## config.mk

```make
export PLATFORM = sky130hd
export DESIGN_NAME = result_bcd_conv
export DESIGN_NICKNAME = d
export VERILOG_FILES = /design/src/rtl/calc_pkg.sv /design/src/rtl/bcd_digit_adj.sv /design/src/rtl/result_bcd_conv.sv
export SDC_FILE = /design/constraint.sdc
export NUM_CORES = 1
export LEC_CHECK = 0
export CAP_MARGIN = 0
export CORE_MARGIN = 5
export CORE_UTILIZATION = 43
export CTS_BUF_LIST = sky130_fd_sc_hd__clkbuf_4
export DETAILED_ROUTE_END_ITERATION = 6
export GPL_TIMING_DRIVEN = 0
export PLACE_DENSITY = 0.63
export SLEW_MARGIN = 20
export SYNTH_ARGS = -nofsm -noshare
export SYNTH_HDL_FRONTEND = slang
export SYNTH_SLANG_ARGS = --single-unit
export TNS_END_PERCENT = 20
```

## constraint.sdc

```tcl
create_clock -name clk -period 2.5 [get_ports clk]
set_input_delay 0.25 -clock clk [delete_from_list [all_inputs] [get_ports clk]]
set_output_delay 0.25 -clock clk [all_outputs]
set_load 0.01 [all_outputs]
```

## src/rtl/calc_pkg.sv

```systemverilog
// Shared definitions for the result-to-BCD conversion stage:
// FSM state encoding and digit/iteration widths.
package calc_pkg;

   localparam int BCD_DIGIT_W = 4;
   localparam int CONV_WIDTH  = 32;
   localparam int CONV_ITER_W = $clog2(CONV_WIDTH);

   typedef enum logic [1:0] {
      IDLE   = 2'd0,
      SHIFT  = 2'd1,
      FINISH = 2'd2
   } conv_state_e;

endpackage

```

## src/rtl/bcd_digit_adj.sv

```systemverilog
// Double-dabble digit correction: a BCD digit of 5 or more gets +3 so that
// the following left shift carries correctly into the next digit.
module bcd_digit_adj
   import calc_pkg::*;
(
   input  logic [BCD_DIGIT_W-1:0] digit_i,
   output logic [BCD_DIGIT_W-1:0] digit_o
);

   assign digit_o = (digit_i >= BCD_DIGIT_W'(5)) ? digit_i + BCD_DIGIT_W'(3) : digit_i;

endmodule

```

## src/rtl/result_bcd_conv.sv

```systemverilog
// Sequential binary-to-BCD converter (one bit per clock) with sign, overflow
// and leading-zero blanking for the display driver. Optional: LEADING_ZERO_BLANK_EN.
module result_bcd_conv
   import calc_pkg::*;
#(
   parameter int WIDTH  = 32,
   parameter int DIGITS = 10
) (
   input  logic                          clk,
   input  logic                          rst,
   input  logic                          conv_start,
   input  logic [WIDTH-1:0]              bin_in,
   input  logic                          sign_in,
   input  logic                          ovf_in,
   output logic                          conv_busy,
   output logic                          conv_done,
   output logic [BCD_DIGIT_W*DIGITS-1:0] bcd_out,
   output logic                          neg_out,
   output logic                          err_out,
   output logic [DIGITS-1:0]             blank_out
);

   localparam int BCD_W  = BCD_DIGIT_W * DIGITS;
   localparam int ITER_W = $clog2(WIDTH);

   conv_state_e       state_q, state_d;
   logic [ITER_W-1:0] iter_q, iter_d;
   logic [BCD_W-1:0]  acc_q, acc_d;
   logic [WIDTH-1:0]  bin_q, bin_d;
   logic              sign_q, sign_d;
   logic              nz_q, nz_d;
   logic [BCD_W-1:0]  bcd_q, bcd_d;
   logic              neg_q, neg_d;
   logic              err_q, err_d;

   logic [BCD_W-1:0]  acc_adj;
   logic [BCD_W-1:0]  acc_shift;
   logic              unused_adj_msb;

   for (genvar g = 0; g < DIGITS; g++) begin : g_adj
      bcd_digit_adj u_adj (
         .digit_i (acc_q  [g*BCD_DIGIT_W +: BCD_DIGIT_W]),
         .digit_o (acc_adj[g*BCD_DIGIT_W +: BCD_DIGIT_W])
      );
   end

   // The adjusted top digit never reaches 8 when 10^DIGITS > 2^WIDTH, so its MSB is dropped.
   assign acc_shift      = {acc_adj[BCD_W-2:0], bin_q[WIDTH-1]};
   assign unused_adj_msb = acc_adj[BCD_W-1];

`ifdef LEADING_ZERO_BLANK_EN
   logic [DIGITS-1:0] blank_q, blank_d;
   logic [DIGITS-1:0] blank_calc;
   logic              seen_nz;

   always_comb begin
      blank_calc = '0;
      seen_nz    = 1'b0;
      for (int i = DIGITS-1; i >= 1; i--) begin
         seen_nz       = seen_nz | (|acc_shift[i*BCD_DIGIT_W +: BCD_DIGIT_W]);
         blank_calc[i] = ~seen_nz;
      end
   end

   assign blank_out = blank_q;
`else
   assign blank_out = '0;
`endif

   // NOTE: every signal gets its hold value first so no path through the case infers a latch.
   always_comb begin
      state_d = state_q;
      iter_d  = iter_q;
      acc_d   = acc_q;
      bin_d   = bin_q;
      sign_d  = sign_q;
      nz_d    = nz_q;
      bcd_d   = bcd_q;
      neg_d   = neg_q;
      err_d   = err_q;
`ifdef LEADING_ZERO_BLANK_EN
      blank_d = blank_q;
`endif
      unique case (state_q)
         IDLE: begin
            if (conv_start) begin
               bin_d  = bin_in;
               sign_d = sign_in;
               nz_d   = |bin_in;
               acc_d  = '0;
               iter_d = '0;
               if (ovf_in) begin
                  state_d = FINISH;
                  bcd_d   = '0;
                  neg_d   = 1'b0;
                  err_d   = 1'b1;
`ifdef LEADING_ZERO_BLANK_EN
                  blank_d = {{(DIGITS-1){1'b1}}, 1'b0};
`endif
               end else begin
                  state_d = SHIFT;
               end
            end
         end
         SHIFT: begin
            acc_d  = acc_shift;
            bin_d  = {bin_q[WIDTH-2:0], 1'b0};
            iter_d = iter_q + ITER_W'(1);
            if (iter_q == ITER_W'(WIDTH-1)) begin
               state_d = FINISH;
               bcd_d   = acc_shift;
               neg_d   = sign_q & nz_q;
               err_d   = 1'b0;
`ifdef LEADING_ZERO_BLANK_EN
               blank_d = blank_calc;
`endif
            end
         end
         FINISH:  state_d = IDLE;
         default: state_d = IDLE;
      endcase
   end

   // NOTE: state registers use non-blocking assignment so all flops update from pre-edge values.
   always_ff @(posedge clk) begin
      if (!rst) begin
         state_q <= IDLE;
         iter_q  <= '0;
         acc_q   <= '0;
         bin_q   <= '0;
         sign_q  <= 1'b0;
         nz_q    <= 1'b0;
         bcd_q   <= '0;
         neg_q   <= 1'b0;
         err_q   <= 1'b0;
`ifdef LEADING_ZERO_BLANK_EN
         blank_q <= '0;
`endif
      end else begin
         state_q <= state_d;
         iter_q  <= iter_d;
         acc_q   <= acc_d;
         bin_q   <= bin_d;
         sign_q  <= sign_d;
         nz_q    <= nz_d;
         bcd_q   <= bcd_d;
         neg_q   <= neg_d;
         err_q   <= err_d;
`ifdef LEADING_ZERO_BLANK_EN
         blank_q <= blank_d;
`endif
      end
   end

   assign conv_busy = (state_q != IDLE);
   assign conv_done = (state_q == FINISH);
   assign bcd_out   = bcd_q;
   assign neg_out   = neg_q;
   assign err_out   = err_q;

endmodule

```

Met4 routing:
Supply wires on this layer in gray.
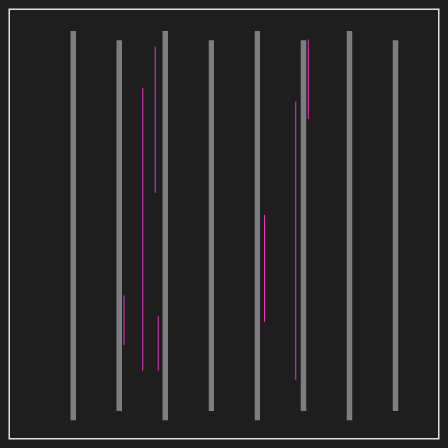
main direction: vertical
nets with wire on the layer: 6
total wire length after detailed routing: 15,700 um
overall via count from detail_route: 5,041

Metal layers overlaid:
Only two layers are drawn.
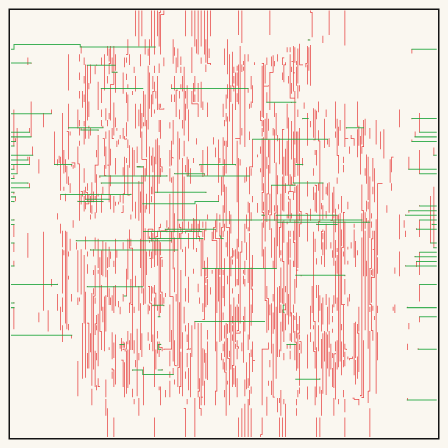
[metal 3] green | wire length: 862 um
[metal 2] red | wire length: 7,120 um

==> summary.txt <==
Entry: Yosys synthesis followed by OpenROAD place and route.

Worst setup path:
- The number of buffers and inverters on the critical path is 0.
- The run gives the startpoint of the worst-slack reg-to-reg timing path as iter_q[0].
- The run gives the start point of the critical path as iter_q[0].
- Among all stages on the critical path, the largest delay is contributed by nor2_2.
- The run gives the number of cells on the worst reg-to-reg path as 7.
- The run gives the number of gates on the worst path with buffers counted as 7.
- The run puts the worst path arrival time at 2.64 ns.
- The most critical setup path has its endpoint at bcd_out[1].
- The run gives the largest driver fanout on the critical path as 10.
- The run puts the worst-case register-to-register setup slack at 0.34 ns.
- The run puts the critical path data required time at 2.98 ns.
- The run puts the highest cell delay on the worst timing path at 0.58 ns.
- The worst setup path is launched from a register.
- The run gives the cell seen most often among critical-path stages as ha_1.
- The setup path with the least slack is of type register to register.
- The run gives the destination of the worst register-to-register timing path as bcd_out[1].
- Among cell families on the critical path, the largest total delay comes from simple AND/OR/NAND/NOR gates.
- Per STA, the worst path is made up of ha_1, and3_1, ha_1, nand2_1, a21o_4, nor2_2, a22o_1.

Global routing:
- The run gives the overflow left after global routing as 0.
- The number of antenna violations at the first check in global routing came to 0.
- The run gives the fraction of met3 tracks used by global routing as 5.12%.
- met2 is the most crowded layer.
- The run gives the first-pass GRT wire length as 25,200 um.
- The run gives the global-route usage over all layers as 19.8%.
- The run puts the largest net degree at the start of global routing at 17.
- The global routing report lists met1 layer usage as 26.1%.

Hold path:
- STA lists the startpoint of the worst hold path as sign_in.
- The run gives the type of the most critical hold path as input port to register.
- Counting instances, the worst hold path has a depth of 3.
- The worst hold path terminates at sign_q.

Finish:
- The finished layout holds 947 standard cells, fillers aside.
- For this run, combinational gates with multiple inputs come to 464.
- The run puts the area overhead of the layout relative to synthesis at 22.1%.
- The run gives the multi-input combinational cell area as 3000 sq um.
- The run puts the register area at 2460 sq um.
- Counting only logic cells after layout, the most numerous master is dfxtp_1.
- The post-route utilization of the core is recorded as 53.5%.
- The plain and repair buffers instantiated in the layout total 131.
- The run puts the inverter count at 21.
- The run gives the fill cell instance count of the final layout as 1,271.
- The repair_antennas step left the layout with diodes totalling 0.
- The run gives the register fraction of the total cell area as 34.8%.
- The layout stage reports a final design area of 7080 sq um.
- Multi-input gates account for 42.3% of the area.
- The run gives the layout buffering overhead excluding clock cells as 15.5%.
- The run gives the number of nets in the layout as 817.
- The run gives the fraction of layout instances using a drive strength above 1 as 10.6%.
- The top cell types in the final layout, fill and taps aside, are dfxtp_1, nand2_1, clkdlybuf4s50_1.
- The run puts the clock-cell share of area at 3.20%.

Timing:
- The run gives the final number of hold-violating endpoints as 0.
- The run puts the worst hold margin at 0.380 ns.
- The run gives the highest attainable clock frequency as 0.464 GHz.
- The run puts the number of pins with negative max-slew slack in the final report at 0.
- For the pin with the worst max-slew slack, the measured transition is 0.747 ns.
- The run gives the setup total negative slack as 0 ns.
- The run gives the period utilization as 86.2%.
- The final timing report counts setup violations totalling 0.
- The run puts the relative slew slack at 50.2%.

Clock tree:
- The run gives the total clock buffers created by CTS as 17.
- Once the clock tree was built, the setup fixing pass inserted 0 buffers.
- The run gives the number of buffers inserted by hold repair at cts as 0.
- Clock tree synthesis selected as its root buffer the cell clkbuf_4.
- The run puts the clock-pin slew on the worst setup and hold paths at 0.10 ns.
- The run gives the TritonCTS clock tree as yes.
- The run puts the maximum buffer depth of the clock tree at 2.
- The run puts the post-cts gate resize count at 0.
- The run gives the TritonCTS sink count as 123.

Placed design:
- RePlAce ended its routability-driven mode at a weighted congestion of 0.845.
- The run puts the cell area reported after detailed placement at 6850 sq um.
- The buffer_ports step reported a buffer count of 80.
- The detailed placer reported the number of placed instances as 915.
- The run gives the total half-perimeter wirelength after legalization and detailed placement as 11,100 um.

Detailed routing:
- In the final routed layout, each cell accounts on average for 16.6 um.
- The run puts the mean number of vias per cell at 5.32.
- The detailed router reports a met3 wire length of 861 um.
- In this run the top signal layer used is met4.
- The first detailed-routing pass took 5 iterations.
- The run gives the total length of routed met2 wires as 7120 um.
- The run puts the violation tally from detailed-route iteration zero at 347.
- The run gives the remaining number of nets flagged by the antenna check after routing as 0.
- The run puts the post-route met1 wirelength at 7440 um.

Floorplanning:
- The design received a total of 176 well taps at floorplan.
- The run puts the vertical die dimension at 126 um.
- The run puts the die width at 126 um.
- The run gives the site row count as 42.
- The run gives the core area as 13,200 sq um.
- The run gives the overall die area as 15,900 sq um.
- The run gives the I/O pin total as 91.
- The run gives the fraction of the core area occupied by cells at floorplan as 43.8%.

Synth:
- The run puts the yosys stat cell total at 650.
- Synthesis instantiated 44 different standard cells from the library.
- According to the Yosys statistics, the synthesized design has a chip area of 5800 sq um.
- The run gives the synthesized area per cell as 8.92 sq um.
- Sequential elements use 42.5% of the synthesized area.
- The run puts the cell area after synthesis at 5800 sq um.
- The synthesized design contains 123 register bits.
- The main area contributors are dfxtp_1, nand2_1, o211a_1.
- The run gives the count of yosys warnings during synthesis as 0.
- The run puts the share of the synthesized area in the top cell type at 42.5%.
- dfxtp_1 takes more of the synthesized area than any other cell.

Power:
- Looking at the VDD voltage map, the peak drop is 0.000268 V.
- The leakage component of the power was reported as 2.88 nW.
- The run gives the power density over cell area as 524 nW/um^2.

Run:
- Summing over the stages, the warning tally comes to 36.
- In this run the maximum-capacitance check reported violations numbering 0.

Status:
- The flow ran to the end, and the final reports show no timing, DRC or antenna violations.
Clock wiring as the flow saved it:
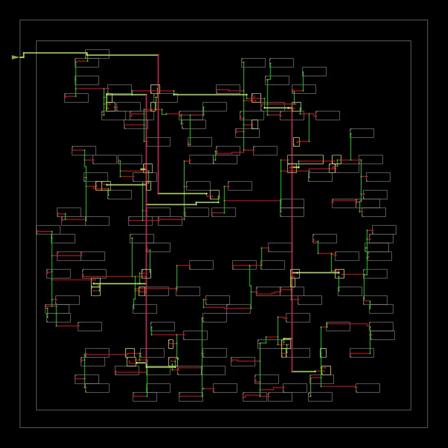
sequential cells: 123
power drawn by the clock network: 1.20 mW
final-layout clock buffer total: 19
Setup Skew: 0.0130 ns
worst skew pair latency: 0.54 ns

-- cells in the mapped netlist --
cell type  instances
a21boi_0           2
a21boi_1          10
a21o_4             1
a21oi_1           23
a21oi_2            1
a22o_1            29
a22oi_1            5
and2_1             3
and2_4             1
and3_1             1
buf_1              1
buf_2             18
buf_4             14
buf_6              4
clkbuf_1          14
conb_1             1
dfxtp_1          123
ha_1              22
inv_1             21
mux2_2            10
mux2i_1            2
nand2_1           98
nand2b_1          21
nand3_1           42
nand3b_4           1
nand4_1            4
nor2_1            22
nor2_2             1
nor2b_1           20
nor2b_2            1
nor3_1             9
nor3b_1            2
nor3b_2            1
nor4_1             8
o211a_1           32
o21a_1             9
o21ai_0           31
o21ba_2            1
o21bai_1           1
o2bb2ai_1         10
o31ai_1           10
or2_2              1
xnor2_1           10
xor2_1             9
-- cell families (layout without fill, tap and decap cells) --
family	Yosys count	in the layout	share of synthesized area [%]
other	1	10	0.0647
adders and majority gates	22	22	4.75
xor gates and xnor gates	19	19	2.87
muxes	12	12	2.29
AOI/OAI and AO/OA	165	165	21.4
and+or+nand+nor	236	236	19.7
DFF	123	123	42.5
buffers and inverters	72	184	6.47
-- power breakdown --
part / internal [mW] / total (mW) / switching [mW]
sequential: 2.02 / 2.05 / 0.0319
combinational: 0.197 / 0.458 / 0.261
clock: 0.484 / 1.20 / 0.717
-- through the flow --
| stage | power, mW | setup slack [ns] |
|---|---|---|
| floorplan | 2.37 | 0.750 |
| global placement | 2.54 | 0.296 |
| detailed placement | 2.55 | 0.251 |
| CTS | 3.74 | 0.360 |
| global route | 3.88 | 0.207 |
| finish | 3.71 | 0.344 |
-- flip-flops by register name, summed over array words and instances (netlist names) --
signal   count
bin_q       32
state_q      2
acc_q       40
iter_q       5
err_out      1
nz_q         1
sign_q       1
neg_out      1
bcd_out     40
No activity file was given, so power comes from the tool's default toggle rates.
